$ cat src/rtl/conv_stage_seq.sv
// conv_stage_seq: sequential K x K x CH convolution stage.
// Loads a DIM x DIM x CH tensor from feature BRAM into a local buffer, then
// computes NF*OUT_DIM^2 results with one shared MAC, streamed out valid/ready.
module conv_stage_seq #(
  parameter int DATA_W = 16,
  parameter int W_W    = 17,
  parameter int DIM    = 8,
  parameter int CH     = 3,
  parameter int K      = 3,
  parameter int NF     = 4,
  parameter int ACC_W  = 36,
  localparam int OUT_DIM = DIM - K + 1,
  localparam int N_IN    = DIM * DIM * CH,
  localparam int AW      = $clog2(N_IN),
  localparam int WAW     = $clog2(NF * K * K * CH),
  localparam int FW      = (NF > 1) ? $clog2(NF) : 1,
  localparam int RW      = (OUT_DIM > 1) ? $clog2(OUT_DIM) : 1,
  localparam int KW      = (K > 1) ? $clog2(K) : 1,
  localparam int CW      = (CH > 1) ? $clog2(CH) : 1
) (
  input  logic                    clk,
  input  logic                    reset,
  input  logic                    start,
  input  logic                    relu_en,
  output logic                    busy,
  output logic                    done,
  output logic                    rd_en,
  output logic [AW-1:0]           rd_addr,
  input  logic [DATA_W-1:0]       rd_data,
  output logic [WAW-1:0]          w_addr,
  input  logic signed [W_W-1:0]   w_data,
  output logic                    out_valid,
  input  logic                    out_ready,
  output logic signed [ACC_W-1:0] out_data,
  output logic [FW-1:0]           out_filter,
  output logic [RW-1:0]           out_row,
  output logic [RW-1:0]           out_col
);

  localparam int PRW = DATA_W + 1 + W_W;

  typedef enum logic [2:0] {S_IDLE, S_LOAD, S_MAC, S_EMIT, S_DONE} state_t;

  state_t state, state_nxt;

  logic [DATA_W-1:0]       buf_mem [N_IN];
  logic                    wr_en;
  logic [AW-1:0]           wr_addr;
  logic                    relu_q;
  logic signed [ACC_W-1:0] acc;
  logic [FW-1:0]           f;
  logic [RW-1:0]           r, c;
  logic [KW-1:0]           kr, kc;
  logic [CW-1:0]           ch;

  logic [AW-1:0]           buf_idx;
  logic signed [DATA_W:0]  din;
  logic signed [PRW-1:0]   prod;
  logic                    load_last, mac_last, pos_last;

  assign load_last = wr_en && (wr_addr == AW'(N_IN - 1));
  assign mac_last  = (kr == KW'(K - 1)) && (kc == KW'(K - 1)) && (ch == CW'(CH - 1));
  assign pos_last  = (f == FW'(NF - 1)) && (r == RW'(OUT_DIM - 1)) && (c == RW'(OUT_DIM - 1));

  // Buffer address, weight address and signed MAC product for the current step
  always_comb begin
    buf_idx = AW'(((AW'(r) + AW'(kr)) * AW'(DIM) + AW'(c) + AW'(kc)) * AW'(CH) + AW'(ch));
    w_addr  = WAW'(((WAW'(f) * WAW'(K) + WAW'(kr)) * WAW'(K) + WAW'(kc)) * WAW'(CH) + WAW'(ch));
    din     = signed'({1'b0, buf_mem[buf_idx]});
    prod    = din * w_data;
  end

  // State register
  always_ff @(posedge clk or negedge reset) begin
    if (!reset) state <= S_IDLE;
    else        state <= state_nxt;
  end

  // Next-state logic
  always_comb begin
    state_nxt = state;
    unique case (state)
      S_IDLE: if (start) state_nxt = S_LOAD;
      S_LOAD: if (load_last) state_nxt = S_MAC;
      S_MAC:  if (mac_last) state_nxt = S_EMIT;
      S_EMIT: if (out_ready) state_nxt = pos_last ? S_DONE : S_MAC;
      S_DONE: state_nxt = S_IDLE;
      default: state_nxt = S_IDLE;
    endcase
  end

  // Status and stream outputs decoded from state and datapath registers
  always_comb begin
    busy       = (state != S_IDLE);
    done       = (state == S_DONE);
    out_valid  = (state == S_EMIT);
    out_data   = (relu_q && acc[ACC_W-1]) ? '0 : acc;
    out_filter = f;
    out_row    = r;
    out_col    = c;
  end

  // Load sequencing, MAC accumulation and loop counters
  always_ff @(posedge clk or negedge reset) begin
    if (!reset) begin
      rd_en   <= 1'b0;
      rd_addr <= '0;
      wr_en   <= 1'b0;
      wr_addr <= '0;
      relu_q  <= 1'b0;
      acc     <= '0;
      f       <= '0;
      r       <= '0;
      c       <= '0;
      kr      <= '0;
      kc      <= '0;
      ch      <= '0;
    end else begin
      unique case (state)
        S_IDLE: begin
          if (start) begin
            relu_q  <= relu_en;
            rd_en   <= 1'b1;
            rd_addr <= '0;
            wr_en   <= 1'b0;
            acc     <= '0;
            f       <= '0;
            r       <= '0;
            c       <= '0;
            kr      <= '0;
            kc      <= '0;
            ch      <= '0;
          end
        end
        S_LOAD: begin
          // Read data returns one cycle after the address, so the write
          // side trails the read side by one registered stage.
          wr_en   <= rd_en;
          wr_addr <= rd_addr;
          if (rd_en) begin
            if (rd_addr == AW'(N_IN - 1)) begin
              rd_en   <= 1'b0;
              rd_addr <= '0;
            end else begin
              rd_addr <= rd_addr + AW'(1);
            end
          end
          acc <= '0;
        end
        S_MAC: begin
          acc <= acc + ACC_W'(prod);
          if (ch == CW'(CH - 1)) begin
            ch <= '0;
            if (kc == KW'(K - 1)) begin
              kc <= '0;
              kr <= (kr == KW'(K - 1)) ? '0 : kr + KW'(1);
            end else begin
              kc <= kc + KW'(1);
            end
          end else begin
            ch <= ch + CW'(1);
          end
        end
        S_EMIT: begin
          if (out_ready) begin
            acc <= '0;
            if (c == RW'(OUT_DIM - 1)) begin
              c <= '0;
              if (r == RW'(OUT_DIM - 1)) begin
                r <= '0;
                f <= (f == FW'(NF - 1)) ? '0 : f + FW'(1);
              end else begin
                r <= r + RW'(1);
              end
            end else begin
              c <= c + RW'(1);
            end
          end
        end
        S_DONE: ;
        default: ;
      endcase
    end
  end

  // Input tensor buffer; contents need no reset since every frame reloads it
  always_ff @(posedge clk) begin
    if (wr_en) buf_mem[wr_addr] <= rd_data;
  end

endmodule

$ cat config.mk
export PLATFORM = sky130hd
export DESIGN_NAME = conv_stage_seq
export DESIGN_NICKNAME = d
export VERILOG_FILES = /design/src/rtl/conv_stage_seq.sv
export SDC_FILE = /design/constraint.sdc
export NUM_CORES = 2
export LEC_CHECK = 0
export CORE_MARGIN = 2
export CORE_UTILIZATION = 65
export DETAILED_ROUTE_END_ITERATION = 7
export PLACE_DENSITY_LB_ADDON = 0.05
export RECOVER_POWER = 50
export SYNTH_ARGS = -nofsm -noshare
export SYNTH_HDL_FRONTEND = slang
export SYNTH_SLANG_ARGS = --single-unit
$ cat constraint.sdc
create_clock -name clk -period 25.6 [get_ports clk]
set_clock_uncertainty 0.1 [all_clocks]
set_input_delay 5.12 -clock clk [delete_from_list [all_inputs] [get_ports clk]]
set_output_delay 5.12 -clock clk [all_outputs]
set_load 0.01 [all_outputs]
Fig. 1: signal wires on met4
Drawn at 1 px/µm. Supply wires on this layer in gray.
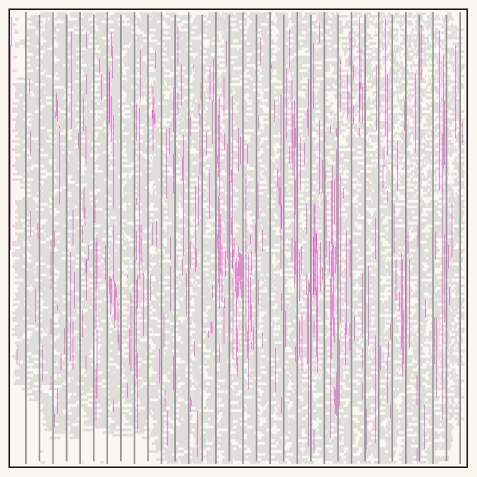
share of all routed wire = 3.9%
nets with wire on the layer = 202
longest straight run = 285 µm

Fig. 2: the metal 3 layer
Drawn at 1 px/µm.
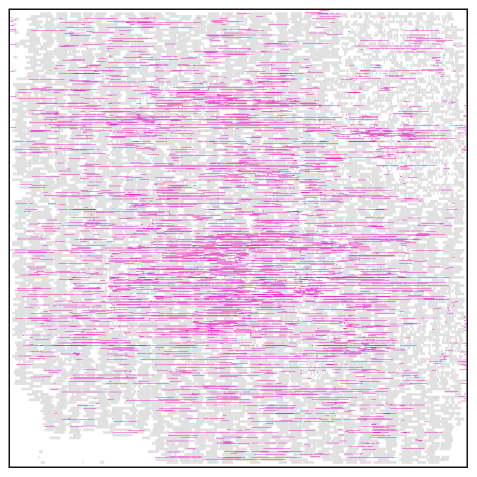
longest straight run = 231 µm
nets with wire on the layer = 955
main direction = horizontal
wire length on this layer = 43.5 mm
share of all routed wire = 12%

==> results.txt <==
The run has ended; figures from its reports follow.

The max-slew violation count is roughly 930. STA classifies the critical path startpoint as a flop. The synthesized netlist net count came out at between 7k and 8k. Per the GRT congestion report, total overflow comes to 0.

The slew at the pin closest to its max-slew limit is about 3.4 ns. Counting tap cells, the placed design contains a total of 9,462 instances. The number of cells on the worst hold path came out at 2. The stage logs contain a warning count of around 80.

The clock tree buffer count of the final layout came out at around 380. According to the Yosys statistics, the synthesized design has a chip area of about 0.13 mm². The area fraction in mux cells came out at roughly 16%. The flip-flop and latch count is ~3.1k.

By instance count after routing, the leading logic cell types are 3,072 x sky130_fd_sc_hd__edfxtp_1, 902 x sky130_fd_sc_hd__mux4_2, 403 x sky130_fd_sc_hd__inv_1. The count of inserted tapcells came out at between 2k and 3k. Per the detailed placement report, the placed cell area equals ~0.14 mm². Looking at the clock tree report, the H-tree level count equals 5. The inverter count is roughly 400.

The setup fix buffers added after clock tree synthesis came out at 0. The number of vias in the routed layout is 69.3k. The floorplan has 166 rows. The flow ran to the end, but the final reports show violations. Leaving out the clock tree, the finished layout contains a buffer count of around 380. The final setup TNS came out at 0 ns. In the log, the iteration count for the first detailed-route pass is 8. The register-to-register setup slack came out at roughly 11 ns. The synthesized netlist devotes roughly 3.5% of its cell area to simple gates.

The worst-case setup margin in the final layout came out at approximately 11 ns. The largest registers in the layout are buf_mem x3072, acc x36. The clock tree root buffer cell is sky130_fd_sc_hd__clkbuf_16. The most popular library cell in the synthesized design by count is sky130_fd_sc_hd__edfxtp_1.

The maximum fanout count along the critical path is roughly 40. In this run the maximum-capacitance check reported violations numbering 60. Among logic cells in the layout, the one with the most instances is sky130_fd_sc_hd__edfxtp_1. The length in cells of the worst reg-to-reg path came out at 39. The layer flagged by global routing as most heavily used is met2. Setup repair after global routing left no endpoint under its margin. The number of primary I/O pins is roughly 100. The core region is between 0.2 and 0.25 mm². The multi-input gate share of total cell area came out at between 20% and 30%. The netlist area before placement is between 0.1 and 0.15 mm². The class of the worst hold path is reg -> reg. The number of buffer and inverter instances along the worst setup path is 11.

The remaining number of nets flagged by the antenna check after routing is 0. The dominant synthesized flop cell is sky130_fd_sc_hd__edfxtp_1. The layout-stage area growth over the synthesis result is 11.0%.

The flop share of the area is between 60% and 70%. The core occupancy in the finished layout is around 72%. After legalization and detailed placement, the total HPWL measured about 210,000 µm. The fraction of synthesized cell area in xor and xnor cells is less than 1%.

The layout buffering overhead excluding clock cells is 1.72%. The hold violation total from the final report came out at 0. The register with the most flip-flops in the layout has between 3k and 4k of them.

The final reports fail on max-capacitance violations, max-slew violations.
